**Run 1: selected gate families**

Drawn at 6 px/um.
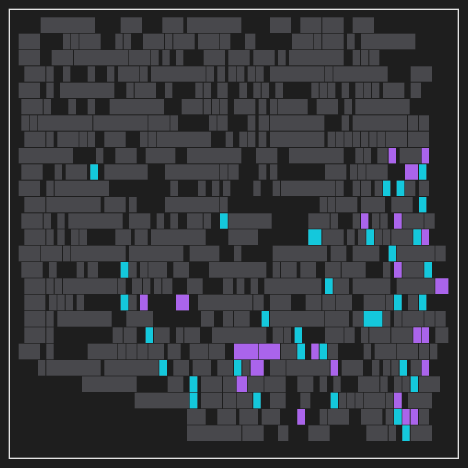
**Run 1: sizing map**

Drawn at 6 px/um.
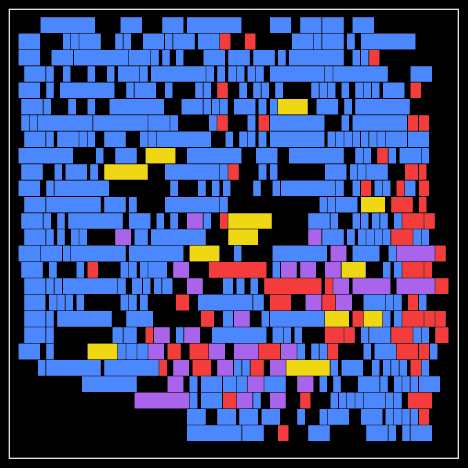
**Run 1: wires at chosen ports, followed through buffers**

Drawn at 4 px/um.
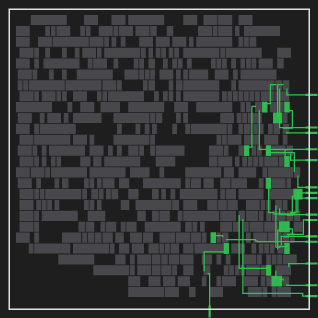
<file path="src/rtl/mem_access_unit_pkg.sv">
// Shared definitions for the MEM-stage memory access unit: FSM encodings, access sizes,
// and the byte sign-extension helper.
package mem_access_unit_pkg;

  localparam logic [1:0] StIdle   = 2'd0;
  localparam logic [1:0] StAccess = 2'd1;
  localparam logic [1:0] StResp   = 2'd2;

  localparam logic SizeWord = 1'b0;
  localparam logic SizeByte = 1'b1;

  function automatic logic [15:0] sext8(input logic [7:0] b);
    return {{8{b[7]}}, b};
  endfunction

endpackage

</file>
<file path="src/rtl/mem_access_unit_if.sv">
// Load/store request and response channel between the MEM stage and the access unit.
interface mem_access_unit_if;

  logic        req_valid;
  logic        req_ready;
  logic        req_write;
  logic        req_byte;
  logic [15:0] req_addr;
  logic [15:0] req_wdata;
  logic        resp_valid;
  logic [15:0] resp_rdata;
  logic        resp_fault;

  modport master (
    output req_valid, req_write, req_byte, req_addr, req_wdata,
    input  req_ready, resp_valid, resp_rdata, resp_fault
  );

  modport slave (
    input  req_valid, req_write, req_byte, req_addr, req_wdata,
    output req_ready, resp_valid, resp_rdata, resp_fault
  );

endinterface

</file>
<file path="src/rtl/mem_lane_fmt.sv">
// Byte-lane formatting for a 16-bit memory port: store strobes and data replication,
// load lane select with sign extension.
module mem_lane_fmt
  import mem_access_unit_pkg::*;
(
  input  logic        byte_acc,
  input  logic        addr_lsb,
  input  logic        store_en,
  input  logic [15:0] wdata,
  input  logic [15:0] rdata,
  output logic        we_low,
  output logic        we_high,
  output logic [15:0] mem_wdata,
  output logic [15:0] load_data
);

  always_comb begin
    we_low    = 1'b0;
    we_high   = 1'b0;
    mem_wdata = wdata;
    load_data = rdata;
    if (byte_acc == SizeByte) begin
      // Both lanes carry the byte so either strobe writes the right value.
      mem_wdata = {wdata[7:0], wdata[7:0]};
      load_data = sext8(addr_lsb ? rdata[15:8] : rdata[7:0]);
      if (store_en) begin
        we_low  = ~addr_lsb;
        we_high = addr_lsb;
      end
    end else if (store_en) begin
      we_low  = 1'b1;
      we_high = 1'b1;
    end
  end

endmodule

</file>
<file path="src/rtl/mem_access_unit.sv">
// MEM-stage initiator for memory port 2: one load/store at a time, optional wait states,
// formatted read data and a misaligned-word fault with a one-cycle response pulse.
module mem_access_unit
  import mem_access_unit_pkg::*;
#(
  parameter int unsigned WAIT_CYCLES = 0
) (
  input  logic               clk,
  input  logic               rst,
  mem_access_unit_if.slave   bus,
  output logic               mem_en,
  output logic [15:0]        mem_addr,
  output logic               mem_we_low,
  output logic               mem_we_high,
  output logic [15:0]        mem_wdata,
  input  logic [15:0]        mem_rdata
);

  localparam logic [3:0] WaitInit = 4'(WAIT_CYCLES);

  logic [1:0]  state_q, state_d;
  logic [15:0] addr_q, wdata_q;
  logic        write_q, byte_q, fault_q;
  logic [3:0]  cnt_q;

  logic        accept, misaligned, store_en;
  logic [15:0] load_data;

  assign accept     = (state_q == StIdle) && bus.req_valid;
  assign misaligned = (bus.req_byte == SizeWord) && bus.req_addr[0];

  always_comb begin
    state_d = state_q;
    case (state_q)
      StIdle:   if (accept) state_d = misaligned ? StResp : StAccess;
      StAccess: if (cnt_q == 4'd0) state_d = StResp;
      StResp:   state_d = StIdle;
      default:  state_d = StIdle;
    endcase
  end

  always_ff @(posedge clk or posedge rst) begin
    if (rst) begin
      state_q <= StIdle;
      addr_q  <= 16'h0000;
      wdata_q <= 16'h0000;
      write_q <= 1'b0;
      byte_q  <= 1'b0;
      fault_q <= 1'b0;
      cnt_q   <= 4'd0;
    end else begin
      state_q <= state_d;
      if (accept) begin
        addr_q  <= bus.req_addr;
        wdata_q <= bus.req_wdata;
        write_q <= bus.req_write;
        byte_q  <= bus.req_byte;
        fault_q <= misaligned;
        cnt_q   <= WaitInit;
      end else if ((state_q == StAccess) && (cnt_q != 4'd0)) begin
        cnt_q <= cnt_q - 4'd1;
      end
    end
  end

  // Strobe only on the final access cycle so each store writes exactly once.
  assign store_en = (state_q == StAccess) && (cnt_q == 4'd0) && write_q;

  mem_lane_fmt u_lane_fmt (
    .byte_acc  (byte_q),
    .addr_lsb  (addr_q[0]),
    .store_en  (store_en),
    .wdata     (wdata_q),
    .rdata     (mem_rdata),
    .we_low    (mem_we_low),
    .we_high   (mem_we_high),
    .mem_wdata (mem_wdata),
    .load_data (load_data)
  );

  assign mem_en   = (state_q == StAccess);
  assign mem_addr = addr_q;

  assign bus.req_ready  = (state_q == StIdle);
  assign bus.resp_valid = (state_q == StResp);
  assign bus.resp_fault = (state_q == StResp) && fault_q;
  assign bus.resp_rdata = ((state_q == StResp) && !write_q && !fault_q) ? load_data : 16'h0000;

endmodule

</file>
<file path="src/flat_wrapper.sv">
// flat-port wrapper written by rule: the top's interface ports become plain ports
module mem_access_unit_flat import mem_access_unit_pkg::*;
#(
  parameter int unsigned WAIT_CYCLES = 0
)
  (clk, rst, mem_en, mem_addr, mem_we_low, mem_we_high, mem_wdata, mem_rdata, bus_req_valid, bus_req_write, bus_req_byte, bus_req_addr, bus_req_wdata, bus_req_ready, bus_resp_valid, bus_resp_rdata, bus_resp_fault);
  mem_access_unit_if bus_i ();
  input  logic clk;
  input  logic rst;
  output logic mem_en;
  output logic [15:0] mem_addr;
  output logic mem_we_low;
  output logic mem_we_high;
  output logic [15:0] mem_wdata;
  input  logic [15:0] mem_rdata;
  input wire logic [$bits(bus_i.req_valid)-1:0] bus_req_valid;
  input wire logic [$bits(bus_i.req_write)-1:0] bus_req_write;
  input wire logic [$bits(bus_i.req_byte)-1:0] bus_req_byte;
  input wire logic [$bits(bus_i.req_addr)-1:0] bus_req_addr;
  input wire logic [$bits(bus_i.req_wdata)-1:0] bus_req_wdata;
  output wire logic [$bits(bus_i.req_ready)-1:0] bus_req_ready;
  output wire logic [$bits(bus_i.resp_valid)-1:0] bus_resp_valid;
  output wire logic [$bits(bus_i.resp_rdata)-1:0] bus_resp_rdata;
  output wire logic [$bits(bus_i.resp_fault)-1:0] bus_resp_fault;
  assign bus_i.req_valid = bus_req_valid;
  assign bus_i.req_write = bus_req_write;
  assign bus_i.req_byte = bus_req_byte;
  assign bus_i.req_addr = bus_req_addr;
  assign bus_i.req_wdata = bus_req_wdata;
  assign bus_req_ready = bus_i.req_ready;
  assign bus_resp_valid = bus_i.resp_valid;
  assign bus_resp_rdata = bus_i.resp_rdata;
  assign bus_resp_fault = bus_i.resp_fault;
  mem_access_unit #(.WAIT_CYCLES(WAIT_CYCLES)) u_core (.clk(clk), .rst(rst), .bus(bus_i), .mem_en(mem_en), .mem_addr(mem_addr), .mem_we_low(mem_we_low), .mem_we_high(mem_we_high), .mem_wdata(mem_wdata), .mem_rdata(mem_rdata));
endmodule
</file>
<file path="config.mk">
export PLATFORM = sky130hd
export DESIGN_NAME = mem_access_unit_flat
export DESIGN_NICKNAME = d
export VERILOG_FILES = /design/src/rtl/mem_access_unit_pkg.sv /design/src/rtl/mem_access_unit_if.sv /design/src/rtl/mem_lane_fmt.sv /design/src/rtl/mem_access_unit.sv /design/src/flat_wrapper.sv
export SDC_FILE = /design/constraint.sdc
export NUM_CORES = 1
export LEC_CHECK = 0
export ABC_AREA = 1
export CORE_UTILIZATION = 42
export CTS_BUF_LIST = sky130_fd_sc_hd__clkbuf_4 sky130_fd_sc_hd__clkbuf_8
export CTS_CLUSTER_DIAMETER = 150
export CTS_CLUSTER_SIZE = 30
export DETAILED_ROUTE_END_ITERATION = 12
export PLACE_DENSITY = 0.83
export SYNTH_ARGS = -nofsm -noshare
export SYNTH_HDL_FRONTEND = slang
export SYNTH_HIERARCHICAL = 1
export SYNTH_SLANG_ARGS = --single-unit
</file>
<file path="constraint.sdc">
create_clock -name clk -period 1.6 [get_ports clk]
set_input_delay 0.16 -clock clk [delete_from_list [all_inputs] [get_ports clk]]
set_output_delay 0.16 -clock clk [all_outputs]
set_load 0.01 [all_outputs]
</file>
==> flow_metrics.py, run 1 <==
# Flow results
metrics = {
    "status": {
        "status": "finished clean",
    },
    "timing": {
        "fmax_ghz": 0.628,
        "drv_slew": 0,
        "hold_violations": 0,
        "finalCriticalPeriod_ns": 1.59,
        "setup_viol": 0,
        "clock_skew_ns": 0.00575,
        "worst_pin_slew_ns": 0.247,
        "slew_headroom_pct": 83.5,
        "finalClockPeriodUsage_pct": 99.6,
        "rsz0062_at_grt": "true",
    },
    "floorplan": {
        "io_pins": 107,
        "die_height_um": 74.6,
        "tap_cells": 70,
        "die-width_um": 74.6,
        "core_mm2": 0.00507,
        "row_count": 26,
        "die-area_mm2": 0.00556,
        "initial_core_util_pct": 43.6,
    },
    "power": {
        "p_comb_share_pct": 59.3,
        "power_leakage_nw": 1.95,
        "switching_share_pct": 41.0,
        "p_int_mw": 3.61,
        "p_switching_mw": 2.51,
        "p_seq_share_pct": 30.1,
        "finalPower_mw": 6.12,
        "clkPwrFrac_pct": 10.7,
        "p_per_area_mw_per_mm2": 1720,
        "peakVddDrop_mv": 1.08,
    },
    "yosys": {
        "ys.flops": 41,
        "synth_seq_share_pct": 46.4,
        "syn_avg_cell_area_um2": 7.16,
        "ys.flop_type": "dfrtp_1",
        "yosys_cells": 309,
        "yosys_warnings": 6,
        "yosys-stat-area_mm2": 0.00221,
        "postSynth.asyncResetShare_pct": 100,
        "synth-edff-count": 0,
        "synth_cells": 309,
        "ys_types": 25,
        "synth_nets": 364,
        "syn-cell-area_mm2": 0.00221,
    },
    "final_layout": {
        "comb_share_pct": 28.7,
        "lay_top_cells": "nand2_1 (161), clkdlybuf4s50_1 (75), dfrtp_1 (39)",
        "fin_nets": 490,
        "largest_class": "non-clock buffers",
        "antennaDiodeCount": 0,
        "n_fill_cell": 435,
        "ff_count": 41,
        "comb_cells": 219,
        "seq_area_mm2": 0.00103,
        "seq_area_share_pct": 28.9,
        "instances_no_fill": 506,
        "drive_above_1_share_pct": 23.4,
        "clkCellAreaFrac_pct": 2.43,
        "inverters": 32,
        "final_core_util_pct": 70.1,
        "n_clock_buffer": 5,
        "mi_logic_area_mm2": 0.00102,
        "layout_top_cell": "nand2_1",
        "buf_share_pct": 34.0,
    },
    "setup_path": {
        "crit_path_end_kind": "primary output",
        "worst-path-max-fanout": 6,
        "r2r_slack_ns": 0.14,
        "crit_type": "reg2out",
        "worst_setup_path_start_kind": "register",
        "r2r-end": "u_core/wdata_q[7]",
        "crit_arrival_ns": 1.43,
        "setup.worst_path.start": "u_core/mem_addr[0]",
        "cp-endpoint": "bus_resp_rdata[1]",
        "r2r_cells": 8,
        "required_ns": 1.44,
        "regToRegStartpoint": "u_core/state_q[0]",
    },
    "placed_design": {
        "dp_cells": 491,
        "port_buffers": 106,
        "finalWeightedCongestion": 0.762,
        "hpwl_um": 4400,
        "place_ws_ns": -0.296,
    },
    "detailed_routing": {
        "drc": 0,
        "drtIter0Drc": 87,
        "vias": 2348,
        "top_layer_used": "met4",
        "drt_pass1_iterations": 4,
        "wl_per_cell_um": 12.1,
        "wl_met2_um": 3120,
        "drtAntennaViolNets": 0,
        "dr_wl_met3_um": 613,
        "wl_met1_um": 2280,
        "routed_wl_um": 6100,
        "via_per_inst": 4.64,
    },
    "global_route": {
        "grtUsageMet3_pct": 7.99,
        "busiest_layer": "met2",
        "antenna_found_initial": 0,
        "grt_max_degree": 42,
        "grt_pass1_vias": 2212,
        "grtUsageMet1_pct": 22.7,
        "grtUsageTotal_pct": 22.1,
        "grt_pass1_wl_um": 9270,
        "use_met2_pct": 40.8,
        "grt.overflow.total": 0,
    },
    "clock_tree": {
        "clk_latency_ns": 0.29,
        "path_clk_slew_ns": 0.08,
        "cts_setup_buffers": 2,
        "cts_tree": "built",
        "cts_sinks": 41,
        "ctsLongestPathBuffers": 2,
        "htreeDepth": 2,
        "cts_buffers": 5,
        "cts.hold.buffers_added": 0,
        "clockRootBuffer": "clkbuf_8",
        "cts-resized-gates": 99,
    },
    "flow_run": {
        "maxCapViolCount": 0,
        "warnings": 29,
    },
    "min_path": {
        "hold_path_class": "in2async",
    },
}
## Picture notes: 'selected gate families'
colour	family	cells	most used
cyan	inverters	32	inv_1
purple	NOR gates	23	nor2_1

## Picture notes: 'sizing map'
colour	size	cells	share	most used
blue	drive 1 or less	334	77%	nand2_1
yellow	drive 6 and up	12	2.8%	clkbuf_8
red	drive 2	59	14%	buf_2
purple	drive 3 to 4	31	7.1%	buf_4
setup slack after layout: 0.00688 ns
design area: 0.00356 mm2
bufs w/o clock: 136
area delta synth->final: 60.8%

## Picture notes: 'wires at chosen ports, followed through buffers'
colour	port	direction	edge	end cells	buffers	wire
green	bus_resp_rdata	output	15 east, 1 south	16	16	308 um

-- run 1: flip-flops by register name, indices dropped and copies added (netlist names) --
signal and flops:
u_core/state_q 2, u_core/cnt_q 4, u_core/byte_q 1, u_core/fault_q 1
u_core/write_q 1, u_core/wdata_q 16, u_core/mem_addr 16
-- run 1: power by group through the flow --
stage / clock (mW) / combinational (mW) / sequential, mW
finish: 0.654 / 3.62 / 1.84
floorplan: 0 / 1.77 / 1.91
global placement: 0 / 3.43 / 1.84
detailed placement: 0 / 3.54 / 1.84
CTS: 0.685 / 3.51 / 1.83
global route: 0.730 / 3.99 / 1.91
-- run 1: stage by stage --
| stage | cell area, um2 | hold WS (ns) | TNS [ns] |
|---|---|---|---|
| 4_1_cts | 3510 | 0.187 | -0.0148 |
| 2_1_floorplan | 2210 | 0.270 | 0 |
| 5_1_grt | 3560 | 0.211 | -0.451 |
| 6_report | 3560 | 0.189 | 0 |
| 3_5_place_dp | 3430 | 0.465 | -3.90 |
| 3_3_place_gp | 3430 | 0.461 | -3.21 |
-- run 1: cells in the mapped netlist (3+ instances only) --
master	number	area share (%)
nand2_1	163	28
dfrtp_1	41	46
inv_1	29	4.9
nor2_1	19	3.2
nand3_1	12	2.7
buf_4	11	3.7
o21ai_0	4	0.90
a21oi_1	3	0.68
buf_2	3	0.68
buf_6	3	1.5
inv_2	3	0.51
-- run 1: worst max-delay path: stages, from the launching register on --
cell and delay [ns]:
dfrtp_2 0.44, nand2_2 0.12, buf_6 0.13, nand2_1 0.05
nand2_1 0.06, inv_1 0.04, nor2_1 0.09, clkdlybuf4s15_2 0.22
-- run 1: logic make-up after synthesis --
family	count (synthesis)	synth area share, %
buf+inv	50	12.0
flops	41	46.4
compound gates	9	2.37
fa+ha+maj	2	1.13
simple gates	206	37.8
xor+xnor	1	0.396
## Run 2: what changed since run 1
Settings changed: CTS_CLUSTER_DIAMETER 150 to unset.
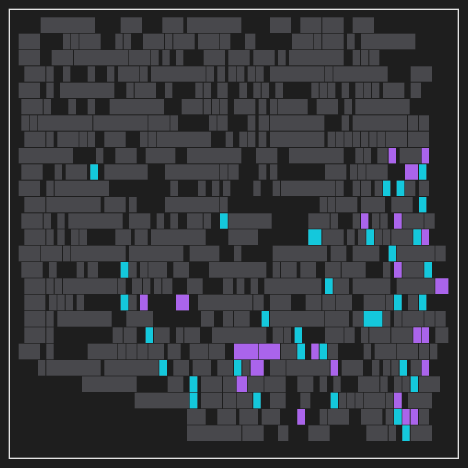
**Above:** run 2 (selected gate families).
Drawn at 6 px/um.
colour	family	cells	most used
purple	NOR gates	23	nor2_1
cyan	inverters	32	inv_1

==> run 2 against run 1 <==
  * Fmax unchanged
  * First-iteration DRC count unchanged
  * Sequential share of layout area unchanged
  * Global-route usage did not move
  * Critical endpoint unchanged
  * Largest power group unchanged
==> flow_metrics.py, run 2 <==
# Flow results
metrics = {
    "placed_design": {
        "finalWeightedCongestion": 0.762,
        "hpwl_um": 4400,
        "place_ws_ns": -0.296,
        "dp_cells": 491,
        "placed_area_mm2": 0.00343,
    },
    "clock_tree": {
        "cts_sinks": 41,
        "htreeDepth": 2,
        "path_clk_slew_ns": 0.08,
        "cts_tree": "built",
        "cts_setup_buffers": 2,
        "cts.hold.buffers_added": 0,
        "ctsLongestPathBuffers": 2,
        "cts-resized-gates": 99,
        "clockRootBuffer": "clkbuf_8",
        "cts_buffers": 5,
        "clk_latency_ns": 0.29,
    },
    "detailed_routing": {
        "via_per_inst": 4.64,
        "drtAntennaViolNets": 0,
        "wl_per_cell_um": 12.1,
        "drt_pass1_iterations": 4,
        "drtIter0Drc": 87,
        "routed_wl_um": 6100,
        "drc": 0,
        "vias": 2348,
    },
    "setup_path": {
        "crit_type": "reg2out",
        "worst-path-max-fanout": 6,
        "crit_chain": "nand2_2, buf_6, nand2_1, nand2_1, inv_1, nor2_1, clkdlybuf4s15_2",
        "cp_slowest_stage_delay_ns": 0.44,
        "worst_setup_path_start_kind": "register",
        "r2r_slack_ns": 0.14,
        "crit_family": "flip-flops",
        "critPathBufInv": 3,
        "crit_path_end_kind": "primary output",
        "worst_path_max_delay_cell": "dfrtp_2",
        "crit_arrival_ns": 1.43,
        "crit_top_cell": "nand2_1",
        "required_ns": 1.44,
    },
    "yosys": {
        "area_leaders": "dfrtp_1 (46%), nand2_1 (28%), inv_1 (4.9%)",
        "synthTopCellsByCount": "nand2_1 (163), dfrtp_1 (41), inv_1 (29)",
        "yosys_cells": 309,
        "syn_avg_cell_area_um2": 7.16,
        "ys.flop_type": "dfrtp_1",
        "postSynth.asyncResetShare_pct": 100,
        "syn-cell-area_mm2": 0.00221,
        "yosys-stat-area_mm2": 0.00221,
        "synth_cells": 309,
        "yosys_warnings": 6,
        "ys.flops": 41,
        "ys_types": 25,
        "most_common_cell": "nand2_1",
        "synth_nets": 364,
        "top_cell_area_share_pct": 46.4,
        "synth-edff-count": 0,
        "largest_area_cell": "dfrtp_1",
        "synth_seq_share_pct": 46.4,
    },
    "min_path": {
        "hold_path_class": "in2async",
    },
    "final_layout": {
        "drive_above_1_share_pct": 23.4,
        "final_core_util_pct": 70.1,
        "syn_to_final_growth_pct": 60.8,
        "fin_nets": 490,
        "lay_top_cells": "nand2_1 (161), clkdlybuf4s50_1 (75), dfrtp_1 (39)",
        "layout_top_cell": "nand2_1",
        "design_area_mm2": 0.00356,
        "antennaDiodeCount": 0,
        "instances_no_fill": 506,
    },
    "timing": {
        "clock_skew_ns": 0.00575,
        "tns_ns": 0,
        "hold_violations": 0,
        "timing.hold.ws_ns": 0.189,
        "rsz0062_at_grt": "true",
        "worst_pin_slew_ns": 0.247,
        "setup_viol": 0,
        "drv_slew": 0,
        "slew_headroom_pct": 83.5,
        "finalClockPeriodUsage_pct": 99.6,
        "finalCriticalPeriod_ns": 1.59,
        "timing.final.ws_setup_ns": 0.00688,
        "fmax_ghz": 0.628,
    },
    "global_route": {
        "antenna_found_initial": 0,
        "grtUsageTotal_pct": 22.1,
        "grt_max_degree": 42,
        "grt_pass1_wl_um": 9270,
        "grt_pass1_vias": 2212,
        "grt.overflow.total": 0,
    },
    "power": {
        "p_per_area_mw_per_mm2": 1720,
        "finalPower_mw": 6.12,
        "power_leakage_nw": 1.95,
        "peakVddDrop_mv": 1.08,
    },
    "floorplan": {
        "core_mm2": 0.00507,
        "die-width_um": 74.6,
        "initial_core_util_pct": 43.6,
        "row_count": 26,
        "die-area_mm2": 0.00556,
        "die_height_um": 74.6,
    },
    "flow_run": {
        "warnings": 29,
        "maxCapViolCount": 0,
    },
    "status": {
        "status": "finished clean",
    },
}
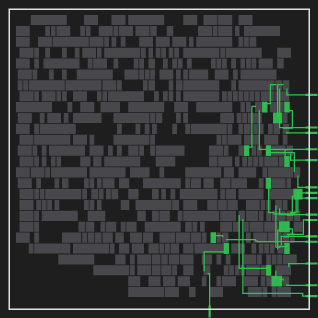
**Above:** run 2 (wires at chosen ports, followed through buffers).
Drawn at 4 px/um.
colour	port	direction	edge	end cells	buffers	wire
green	bus_resp_rdata	output	15 east, 1 south	16	16	308 um
IO Pins: 107
I/O Buffers: 106

[run 2: cell counts after synthesis]
Identical to the previous run, type by type.
[run 2: final timing paths]
kind / endpoint / startpoint / cells after the start
max: bus_resp_rdata[1] / u_core/mem_addr[0] / 7
min: u_core/mem_addr[14] / rst / 3
max reg2reg: u_core/wdata_q[7] / u_core/state_q[0] / 8
min reg2reg: u_core/wdata_q[13] / u_core/wdata_q[13] / 2
max in group asynchronous: u_core/mem_addr[0] / rst / 3
min in group clk: u_core/wdata_q[0] / bus_req_wdata[0] / 3
[run 2: final cells by class]
type                       count  area (um2)
multi-input combinational    219        1020
timing repair buffer         136        1210
fill                         435        1520
clock inverter                 3        17.5
inverter                      32         128
sequential                    41        1030
tap                           70        87.6
clock buffer                   5        68.8
[run 2: kinds of logic (layout without fill, tap and decap cells)]
| logic type | Yosys count | after routing | synth area share (%) |
|---|---|---|---|
| buffers and inverters | 50 | 176 | 12.0 |
| adder cells (fa/ha/maj) | 2 | 2 | 1.13 |
| flip-flops | 41 | 41 | 46.4 |
| AND-OR/OR-AND | 9 | 9 | 2.37 |
| AND/OR/NAND/NOR | 206 | 207 | 37.8 |
| XOR/XNOR | 1 | 1 | 0.396 |
[run 2: power breakdown]
part,internal [mW],total [mW],switching [mW]
Clock,0.301,0.654,0.353
Sequential,1.53,1.84,0.307
Combinational,1.78,3.62,1.85
[run 2: metal layers]
| metal | vias to the layer above | GRT usage (%) | share of wire, % | wire (um) |
|---|---|---|---|---|
| met4 | 0 | 8.18 | 1.5 | 91 |
| met1 | 1072 | 22.7 | 37 | 2280 |
| met5 | - | 0 | 0 | 0 |
| met2 | 92 | 40.8 | 51 | 3120 |
| li1 | 1175 | - | - | - |
| met3 | 9 | 7.99 | 10 | 613 |
Power is estimated from default activity; no workload was simulated.
